## config.mk

```make
export PLATFORM = sky130hd
export DESIGN_NAME = camera_capture_roi
export DESIGN_NICKNAME = d
export VERILOG_FILES = /design/src/rtl/camera_capture_pkg.sv /design/src/rtl/camera_capture_roi_sensor_pos_counter.sv /design/src/rtl/camera_capture_roi.sv
export SDC_FILE = /design/constraint.sdc
export NUM_CORES = 1
export LEC_CHECK = 0
export ABC_CLOCK_PERIOD_IN_PS = 7400
export CORE_MARGIN = 4
export CORE_UTILIZATION = 60
export CTS_CLUSTER_SIZE = 28
export DETAILED_ROUTE_END_ITERATION = 8
export PLACE_DENSITY = 0.87
export SYNTH_ARGS = -nofsm -noshare
export SYNTH_HDL_FRONTEND = slang
export SYNTH_HIERARCHICAL = 1
export SYNTH_SLANG_ARGS = --single-unit
export TNS_END_PERCENT = 50
```

## constraint.sdc

```tcl
create_clock -name clock -period 7.4 [get_ports clock]
set_input_delay 2.22 -clock clock [delete_from_list [all_inputs] [get_ports clock]]
set_output_delay 2.22 -clock clock [all_outputs]
set_load 0.02 [all_outputs]
```

## src/rtl/camera_capture_pkg.sv

```systemverilog
// Shared types and constants for the ROI camera capture block.
// Optional decimation is enabled by defining CAPTURE_DECIMATE_EN.
package camera_capture_pkg;

   localparam int DEF_DATA_W = 12;
   localparam int DEF_CNT_W  = 12;
   localparam int SKIP_W     = 4;

   typedef enum logic [1:0] {
      ST_IDLE    = 2'd0,
      ST_ARM     = 2'd1,
      ST_CAPTURE = 2'd2,
      ST_DONE    = 2'd3
   } cap_state_e;

endpackage

```

## src/rtl/camera_capture_roi_sensor_pos_counter.sv

```systemverilog
// Sensor-side front end: registers LVAL/FVAL/data once, detects edges on the
// registered copies and tracks the sensor column/row of each registered pixel.
module sensor_pos_counter
   import camera_capture_pkg::*;
#(
   parameter int DATA_W = DEF_DATA_W,
   parameter int CNT_W  = DEF_CNT_W
) (
   input  logic              clock,
   input  logic              reset,
   input  logic              in_line_valid,
   input  logic              in_frame_valid,
   input  logic [DATA_W-1:0] in_data,
   output logic              pix_valid,
   output logic [DATA_W-1:0] pix_data,
   output logic [CNT_W-1:0]  col,
   output logic [CNT_W-1:0]  row,
   output logic              frame_rise,
   output logic              frame_fall
);

   localparam logic [CNT_W-1:0] CNT_MAX = '1;

   logic              lval_q, lval_d, fval_q, fval_d;
   logic              lval_p_q, lval_p_d, fval_p_q, fval_p_d;
   logic [DATA_W-1:0] data_q, data_d;
   logic [CNT_W-1:0]  col_q, col_d, row_q, row_d;
   logic              line_fall;

   // Input stage, edge detection and saturating position counters.
   always_comb begin
      lval_d     = in_line_valid;
      fval_d     = in_frame_valid;
      data_d     = in_data;
      lval_p_d   = lval_q;
      fval_p_d   = fval_q;
      line_fall  = lval_p_q & ~lval_q;
      frame_rise = fval_q & ~fval_p_q;
      frame_fall = fval_p_q & ~fval_q;
      pix_valid  = lval_q & fval_q;
      col_d = col_q;
      if (line_fall)
         col_d = '0;
      else if (pix_valid && col_q != CNT_MAX)
         col_d = col_q + CNT_W'(1);
      row_d = row_q;
      if (frame_rise)
         row_d = '0;
      else if (line_fall && row_q != CNT_MAX)
         row_d = row_q + CNT_W'(1);
      // A pixel arriving together with the frame rise belongs to row 0.
      pix_data = data_q;
      col      = col_q;
      row      = frame_rise ? '0 : row_q;
   end

   // Register stage for the sensor front end.
   always_ff @(posedge clock or posedge reset) begin
      if (reset) begin
         lval_q   <= 1'b0;
         fval_q   <= 1'b0;
         lval_p_q <= 1'b0;
         fval_p_q <= 1'b0;
         data_q   <= '0;
         col_q    <= '0;
         row_q    <= '0;
      end else begin
         lval_q   <= lval_d;
         fval_q   <= fval_d;
         lval_p_q <= lval_p_d;
         fval_p_q <= fval_p_d;
         data_q   <= data_d;
         col_q    <= col_d;
         row_q    <= row_d;
      end
   end

endmodule

```

## src/rtl/camera_capture_roi.sv

```systemverilog
// ROI camera capture: single-shot / continuous capture of a sensor window with
// ROI-relative coordinates, frame-done pulse and sticky early-end error.
// Define CAPTURE_DECIMATE_EN to add in_skip_x/in_skip_y pixel decimation.
module camera_capture_roi
   import camera_capture_pkg::*;
#(
   parameter int DATA_W = DEF_DATA_W,
   parameter int CNT_W  = DEF_CNT_W
) (
   input  logic              clock,
   input  logic              reset,
   input  logic [CNT_W-1:0]  in_roi_x,
   input  logic [CNT_W-1:0]  in_roi_y,
   input  logic [CNT_W-1:0]  in_roi_width,
   input  logic [CNT_W-1:0]  in_roi_height,
   input  logic              in_continuous,
   input  logic              in_start,
   input  logic              in_stop,
`ifdef CAPTURE_DECIMATE_EN
   input  logic [SKIP_W-1:0] in_skip_x,
   input  logic [SKIP_W-1:0] in_skip_y,
`endif
   input  logic              in_line_valid,
   input  logic              in_frame_valid,
   input  logic [DATA_W-1:0] in_data,
   output logic              out_valid,
   output logic [DATA_W-1:0] out_data,
   output logic [CNT_W-1:0]  out_count_x,
   output logic [CNT_W-1:0]  out_count_y,
   output logic              out_frame_done,
   output logic              out_captured,
   output logic              out_error
);

   logic              pix_valid, frame_rise, frame_fall;
   logic [DATA_W-1:0] pix_data;
   logic [CNT_W-1:0]  col, row;

   sensor_pos_counter #(.DATA_W(DATA_W), .CNT_W(CNT_W)) u_pos (
      .clock          (clock),
      .reset          (reset),
      .in_line_valid  (in_line_valid),
      .in_frame_valid (in_frame_valid),
      .in_data        (in_data),
      .pix_valid      (pix_valid),
      .pix_data       (pix_data),
      .col            (col),
      .row            (row),
      .frame_rise     (frame_rise),
      .frame_fall     (frame_fall)
   );

   cap_state_e        state_q, state_d, end_state;
   logic [CNT_W-1:0]  roi_x_q, roi_x_d, roi_y_q, roi_y_d;
   logic [CNT_W-1:0]  roi_w_q, roi_w_d, roi_h_q, roi_h_d;
   logic              cont_q, cont_d, stop_pend_q, stop_pend_d;
   logic              valid_q, valid_d, done_q, done_d;
   logic              captured_q, captured_d, error_q, error_d;
   logic [DATA_W-1:0] data_q, data_d;
   logic [CNT_W-1:0]  cnt_x_q, cnt_x_d, cnt_y_q, cnt_y_d;
`ifdef CAPTURE_DECIMATE_EN
   logic [SKIP_W-1:0] skip_x_q, skip_x_d, skip_y_q, skip_y_d;
   logic [CNT_W-1:0]  div_x, div_y;
`endif

   logic [CNT_W:0]    x_end, y_end;
   logic [CNT_W-1:0]  rel_x, rel_y, dec_x, dec_y;
   logic              hit, last, emit;

   // ROI window compare; ends carry an extra bit so oversize ROIs never wrap.
   always_comb begin
      x_end = {1'b0, roi_x_q} + {1'b0, roi_w_q};
      y_end = {1'b0, roi_y_q} + {1'b0, roi_h_q};
      rel_x = col - roi_x_q;
      rel_y = row - roi_y_q;
      hit   = (col >= roi_x_q) && ({1'b0, col} < x_end) &&
              (row >= roi_y_q) && ({1'b0, row} < y_end);
      last  = hit && (rel_x == roi_w_q - CNT_W'(1)) && (rel_y == roi_h_q - CNT_W'(1));
`ifdef CAPTURE_DECIMATE_EN
      div_x = CNT_W'(skip_x_q) + CNT_W'(1);
      div_y = CNT_W'(skip_y_q) + CNT_W'(1);
      emit  = hit && ((rel_x % div_x) == '0) && ((rel_y % div_y) == '0);
      dec_x = rel_x / div_x;
      dec_y = rel_y / div_y;
`else
      emit  = hit;
      dec_x = rel_x;
      dec_y = rel_y;
`endif
   end

   // Capture FSM next state, config latch and output stage.
   always_comb begin
      state_d     = state_q;
      roi_x_d     = roi_x_q;
      roi_y_d     = roi_y_q;
      roi_w_d     = roi_w_q;
      roi_h_d     = roi_h_q;
      cont_d      = cont_q;
      stop_pend_d = stop_pend_q;
      error_d     = error_q;
      data_d      = data_q;
      cnt_x_d     = cnt_x_q;
      cnt_y_d     = cnt_y_q;
      valid_d     = 1'b0;
      done_d      = 1'b0;
`ifdef CAPTURE_DECIMATE_EN
      skip_x_d    = skip_x_q;
      skip_y_d    = skip_y_q;
`endif
      // A pending or current stop forces DONE even in continuous mode.
      end_state = (stop_pend_q || in_stop || !cont_q) ? ST_DONE : ST_ARM;
      case (state_q)
         ST_IDLE, ST_DONE: begin
            if (in_start && !in_stop) begin
               roi_x_d = in_roi_x;
               roi_y_d = in_roi_y;
               roi_w_d = (in_roi_width  == '0) ? CNT_W'(1) : in_roi_width;
               roi_h_d = (in_roi_height == '0) ? CNT_W'(1) : in_roi_height;
               cont_d  = in_continuous;
`ifdef CAPTURE_DECIMATE_EN
               skip_x_d = in_skip_x;
               skip_y_d = in_skip_y;
`endif
               error_d = 1'b0;
               state_d = ST_ARM;
            end
         end
         ST_ARM: begin
            if (in_stop)
               state_d = ST_IDLE;
            else if (frame_rise)
               state_d = ST_CAPTURE;
         end
         ST_CAPTURE: begin
            if (in_stop)
               stop_pend_d = 1'b1;
            if (pix_valid && emit) begin
               valid_d = 1'b1;
               data_d  = pix_data;
               cnt_x_d = dec_x;
               cnt_y_d = dec_y;
            end
            if (pix_valid && last) begin
               done_d  = 1'b1;
               state_d = end_state;
            end else if (frame_fall) begin
               error_d = 1'b1;
               state_d = end_state;
            end else if (frame_rise) begin
               // New frame without a fall: early end, and the new frame is
               // already under way so a re-arm goes straight back to CAPTURE.
               error_d = 1'b1;
               state_d = (end_state == ST_ARM) ? ST_CAPTURE : ST_DONE;
            end
         end
         default: state_d = ST_IDLE;
      endcase
      if (state_d != ST_CAPTURE)
         stop_pend_d = 1'b0;
      captured_d = (state_d == ST_IDLE) || (state_d == ST_DONE);
   end

   // State and output registers; reset flushes the output stage at once.
   always_ff @(posedge clock or posedge reset) begin
      if (reset) begin
         state_q     <= ST_IDLE;
         roi_x_q     <= '0;
         roi_y_q     <= '0;
         roi_w_q     <= '0;
         roi_h_q     <= '0;
         cont_q      <= 1'b0;
         stop_pend_q <= 1'b0;
         error_q     <= 1'b0;
         data_q      <= '0;
         cnt_x_q     <= '0;
         cnt_y_q     <= '0;
         valid_q     <= 1'b0;
         done_q      <= 1'b0;
         captured_q  <= 1'b1;
`ifdef CAPTURE_DECIMATE_EN
         skip_x_q    <= '0;
         skip_y_q    <= '0;
`endif
      end else begin
         state_q     <= state_d;
         roi_x_q     <= roi_x_d;
         roi_y_q     <= roi_y_d;
         roi_w_q     <= roi_w_d;
         roi_h_q     <= roi_h_d;
         cont_q      <= cont_d;
         stop_pend_q <= stop_pend_d;
         error_q     <= error_d;
         data_q      <= data_d;
         cnt_x_q     <= cnt_x_d;
         cnt_y_q     <= cnt_y_d;
         valid_q     <= valid_d;
         done_q      <= done_d;
         captured_q  <= captured_d;
`ifdef CAPTURE_DECIMATE_EN
         skip_x_q    <= skip_x_d;
         skip_y_q    <= skip_y_d;
`endif
      end
   end

   assign out_valid      = valid_q;
   assign out_data       = data_q;
   assign out_count_x    = cnt_x_q;
   assign out_count_y    = cnt_y_q;
   assign out_frame_done = done_q;
   assign out_captured   = captured_q;
   assign out_error      = error_q;

endmodule

```

Fig. 1: cell placement
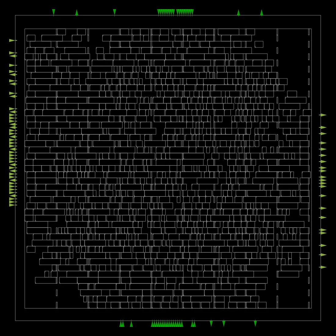
final core occ: 73.4%
registers: 132
tally of non-filler cells in the final layout: 1287

Fig. 2: cell sizes after repair
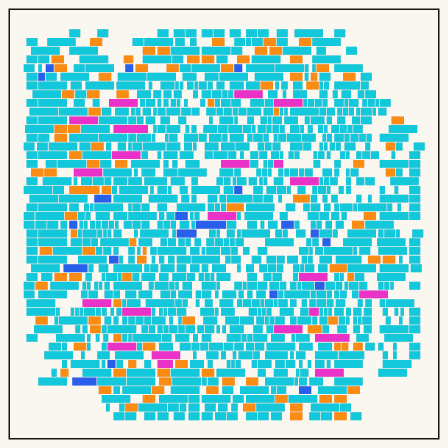
legend:
  blue:
    size: _3 and _4 cells
    cells: 20
    share: 1.9%
  orange:
    size: _2 cells
    cells: 100
    share: 9.3%
  magenta:
    size: _6 and larger
    cells: 22
    share: 2.0%
  cyan:
    size: _0 and _1 cells
    cells: 934
    share: 87%
final design instance area without fill: 11300 um2
area growth from synthesis to layout: 18.9%
worst setup slack after layout: 2.28 ns
Non-clk bufs: 110

==> flow_summary.html <==
<h2>Synthesis and place &amp; route</h2>
<table>
<tr><th>Metric</th><th>Value</th></tr>
<tr><th colspan="2">Clock network</th></tr>
<tr><td>Root buf cell</td><td>sky130_fd_sc_hd__clkbuf_16</td></tr>
<tr><td>Maximum clock path buffer count</td><td>2</td></tr>
<tr><td>CTS-repair resized insts</td><td>0</td></tr>
<tr><td>H-tree depth</td><td>4</td></tr>
<tr><td>Number of hold buffers added after CTS</td><td>0</td></tr>
<tr><td>Num Clock Sinks</td><td>132</td></tr>
<tr><th colspan="2">Yosys</th></tr>
<tr><td>Share of synthesized cell area in full adder, half adder and majority cells</td><td>11.0%</td></tr>
<tr><td>Yosys aoi share</td><td>18.0%</td></tr>
<tr><td>Yosys synthesis chip area</td><td>9490 um2</td></tr>
<tr><td>Mapped Nets</td><td>1117</td></tr>
<tr><td>Synth Area in Simple Gates</td><td>16.8%</td></tr>
<tr><td>Synthesized cell area</td><td>9490 um2</td></tr>
<tr><td>Largest cells by area after synthesis</td><td>sky130_fd_sc_hd__dfrtp_1, sky130_fd_sc_hd__ha_1, sky130_fd_sc_hd__mux2_2</td></tr>
<tr><td>Mean cell area of the mapped netlist</td><td>9.79 um2</td></tr>
<tr><td>EDFF count, synth</td><td>0</td></tr>
<tr><td>Number of cells in the yosys synthesis report</td><td>969</td></tr>
<tr><td>Count of state elements after synthesis</td><td>132</td></tr>
<tr><th colspan="2">GRT</th></tr>
<tr><td>Pin count of the biggest net entering global routing</td><td>49</td></tr>
<tr><td>Vias in the first global route</td><td>7878</td></tr>
<tr><td>Overall fraction of global-route tracks in use</td><td>28.1%</td></tr>
<tr><td>Global-route wire length before repair</td><td>40100 um</td></tr>
<tr><th colspan="2">Routing</th></tr>
<tr><td>Amount of wire on met3 after detailed routing</td><td>2340 um</td></tr>
<tr><td>Remaining design rule violation count</td><td>0</td></tr>
<tr><td>Iteration tally of the first detailed-router pass</td><td>8</td></tr>
<tr><td>Via Count</td><td>8210</td></tr>
<tr><td>Post-route met1 wirelength</td><td>10800 um</td></tr>
<tr><td>Met2 wire length</td><td>11100 um</td></tr>
<tr><th colspan="2">Setup path</th></tr>
<tr><td>Library cell appearing most often on the critical path</td><td>sky130_fd_sc_hd__ha_1</td></tr>
<tr><td>Category of the worst setup path capture point</td><td>register</td></tr>
<tr><td>Number of cells on the worst reg-to-reg path</td><td>22</td></tr>
<tr><td>Launching element type of the critical path</td><td>register</td></tr>
<tr><td>Worst R2R Start</td><td>roi_w_q[0]</td></tr>
<tr><td>Buffers &amp; Inverters on Critical Path</td><td>1</td></tr>
<tr><td>Critical Setup Path Class</td><td>reg -&gt; reg</td></tr>
<tr><td>Highest fanout seen on the critical path</td><td>5</td></tr>
<tr><td>Slowest cell delay on critical path</td><td>0.43 ns</td></tr>
<tr><th colspan="2">Final layout</th></tr>
<tr><td># diodes</td><td>0</td></tr>
<tr><td>Sequential Area</td><td>3300 um2</td></tr>
<tr><td>Post-layout net count</td><td>1212</td></tr>
<tr><th colspan="2">Floorplanning</th></tr>
<tr><td>Die ar.</td><td>17900 um2</td></tr>
<tr><th colspan="2">STA</th></tr>
<tr><td>Normalized max-slew margin</td><td>42.4%</td></tr>
<tr><td>Total count of max-transition violations in the final report</td><td>0</td></tr>
<tr><td>Maximum operating frequency</td><td>195 MHz</td></tr>
<tr><td>Crit path time final</td><td>5.12 ns</td></tr>
<tr><td>Fin. Hold Viols</td><td>0</td></tr>
<tr><th colspan="2">Pwr</th></tr>
<tr><td>Portion of total power attributed to the clock network</td><td>18.3%</td></tr>
<tr><td>Switching share of total power</td><td>43.6%</td></tr>
<tr><td>Power dissipated in the clock network</td><td>0.000828 W</td></tr>
<tr><td>Largest voltage drop on the vdd net</td><td>0.228 mV</td></tr>
<tr><td>Seq pwr</td><td>0.00111 W</td></tr>
<tr><td>Reported leakage power</td><td>5.00 nW</td></tr>
<tr><td>Biggest power consumer among the groups</td><td>combinational cells</td></tr>
<tr><td>Internal power</td><td>0.00255 W</td></tr>
<tr><th colspan="2">Hold path</th></tr>
<tr><td>Endpoint of the worst hold-timing path</td><td>u_pos/fval_p_q</td></tr>
<tr><td>Number of cells on the worst hold path</td><td>0</td></tr>
<tr><td>Min-delay worst type</td><td>reg -&gt; reg</td></tr>
<tr><th colspan="2">Place</th></tr>
<tr><td>Total half-perimeter wirelength after legalization and detailed placement</td><td>19000 um</td></tr>
<tr><td>Cell area reported after detailed placement</td><td>10700 um2</td></tr>
<tr><th colspan="2">Run status</th></tr>
<tr><td>Outcome</td><td>complete, no violations</td></tr>
<tr><th colspan="2">Job</th></tr>
<tr><td>Reported max-cap violation count</td><td>0</td></tr>
</table>
Fig. 3: cell density map
13 x 13 tiles, from white (low) to dark blue (high), 0 to 100% covered.
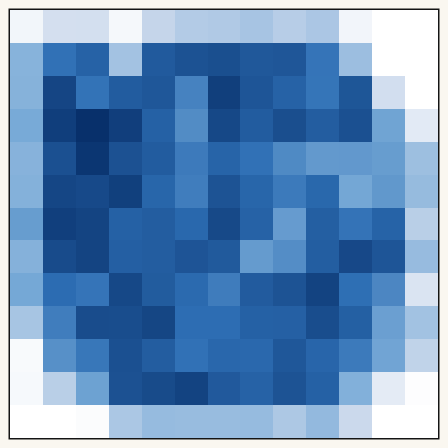
tiles over 75% full: 48%
emptiest ninth of the die: north-east
fullest tile: 100%
Init Core Util: 61.7%
area of the core: 15400 um2

Fig. 4: I/O pins on the die edge
The bar under the picture is 50 um long. Pins as bars across the die edge, other pins in grey.
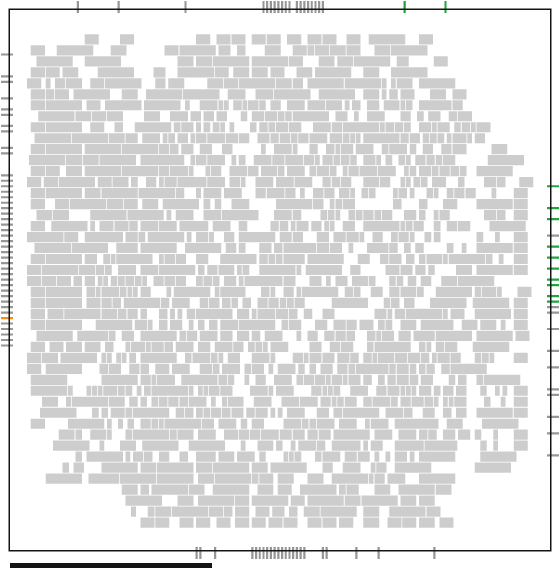
legend:
  green:
    port: out_count_x
    pins: 12
    direction: output
    edge: 10 east, 2 north
  orange:
    port: in_line_valid
    pins: 1
    direction: input
    edge: west
all pins by edge: 42 west, 23 south, 21 north, 21 east
die y size: 134 um
IO buf count: 106
die span in x: 134 um

==> cells in the mapped netlist, drive strengths merged (17+ instances only) <==
cell type and count:
dfrtp 131, xnor2 27, nand3 26, a21oi 40
a21o 21, nand2 48, nor3 29, clkbuf 23
xor2 26, nor2 52, o21ai 56, and2 17
a211oi 21, inv 57, o211ai 20, mux2 75
ha 77
==> final cells by class <==
class	instances	share of cell area, %
clock buffers	20	3.96
clock inverters	11	1.14
inverters	57	1.92
multi-input cells	746	51.7
flip-flops and latches	132	29.3
well taps	211	2.34
repair buffers	110	9.67
==> how the worst max path moves through the flow <==
stage / start / endpoint / slack, ns / depth (start not counted)
finish: roi_w_q[0] / stop_pend_q / 2.28 / 22
global route: roi_w_q[0] / stop_pend_q / 1.95 / 22
CTS: roi_w_q[0] / stop_pend_q / 2.32 / 22
detailed placement: roi_w_q[0] / stop_pend_q / 2.36 / 22
global placement: roi_w_q[0] / stop_pend_q / 2.66 / 22
floorplan: reset / cont_q / 2.79 / 1
==> flip-flops by register name (all words and copies together), names as in the netlist, 2 cells and up <==
register	flops
roi_w_q	12
u_pos/col	12
u_pos/pix_data	12
roi_y_q	12
out_data	12
out_count_y	12
state_q	2
roi_h_q	12
out_count_x	12
roi_x_q	12
u_pos/row_q	12
==> through the flow <==
stage               hold WS, ns  std cells  total power [W]  util [%]
finish                    0.455       1287          0.00452      73.4
global route              0.468       1287          0.00484      73.4
CTS                       0.459       1287          0.00448      73.4
detailed placement        0.446       1256          0.00361      69.7
global placement          0.418       1256          0.00354      69.7
floorplan                 0.406        969          0.00298         -
==> layer usage <==
metal,global-route usage (%),vias up
li1,-,3813
met1,39.6,3935
met2,42.8,405
met3,7.36,57
met4,8.63,0
met5,0,-
No activity file was given, so power comes from the tool's default toggle rates.
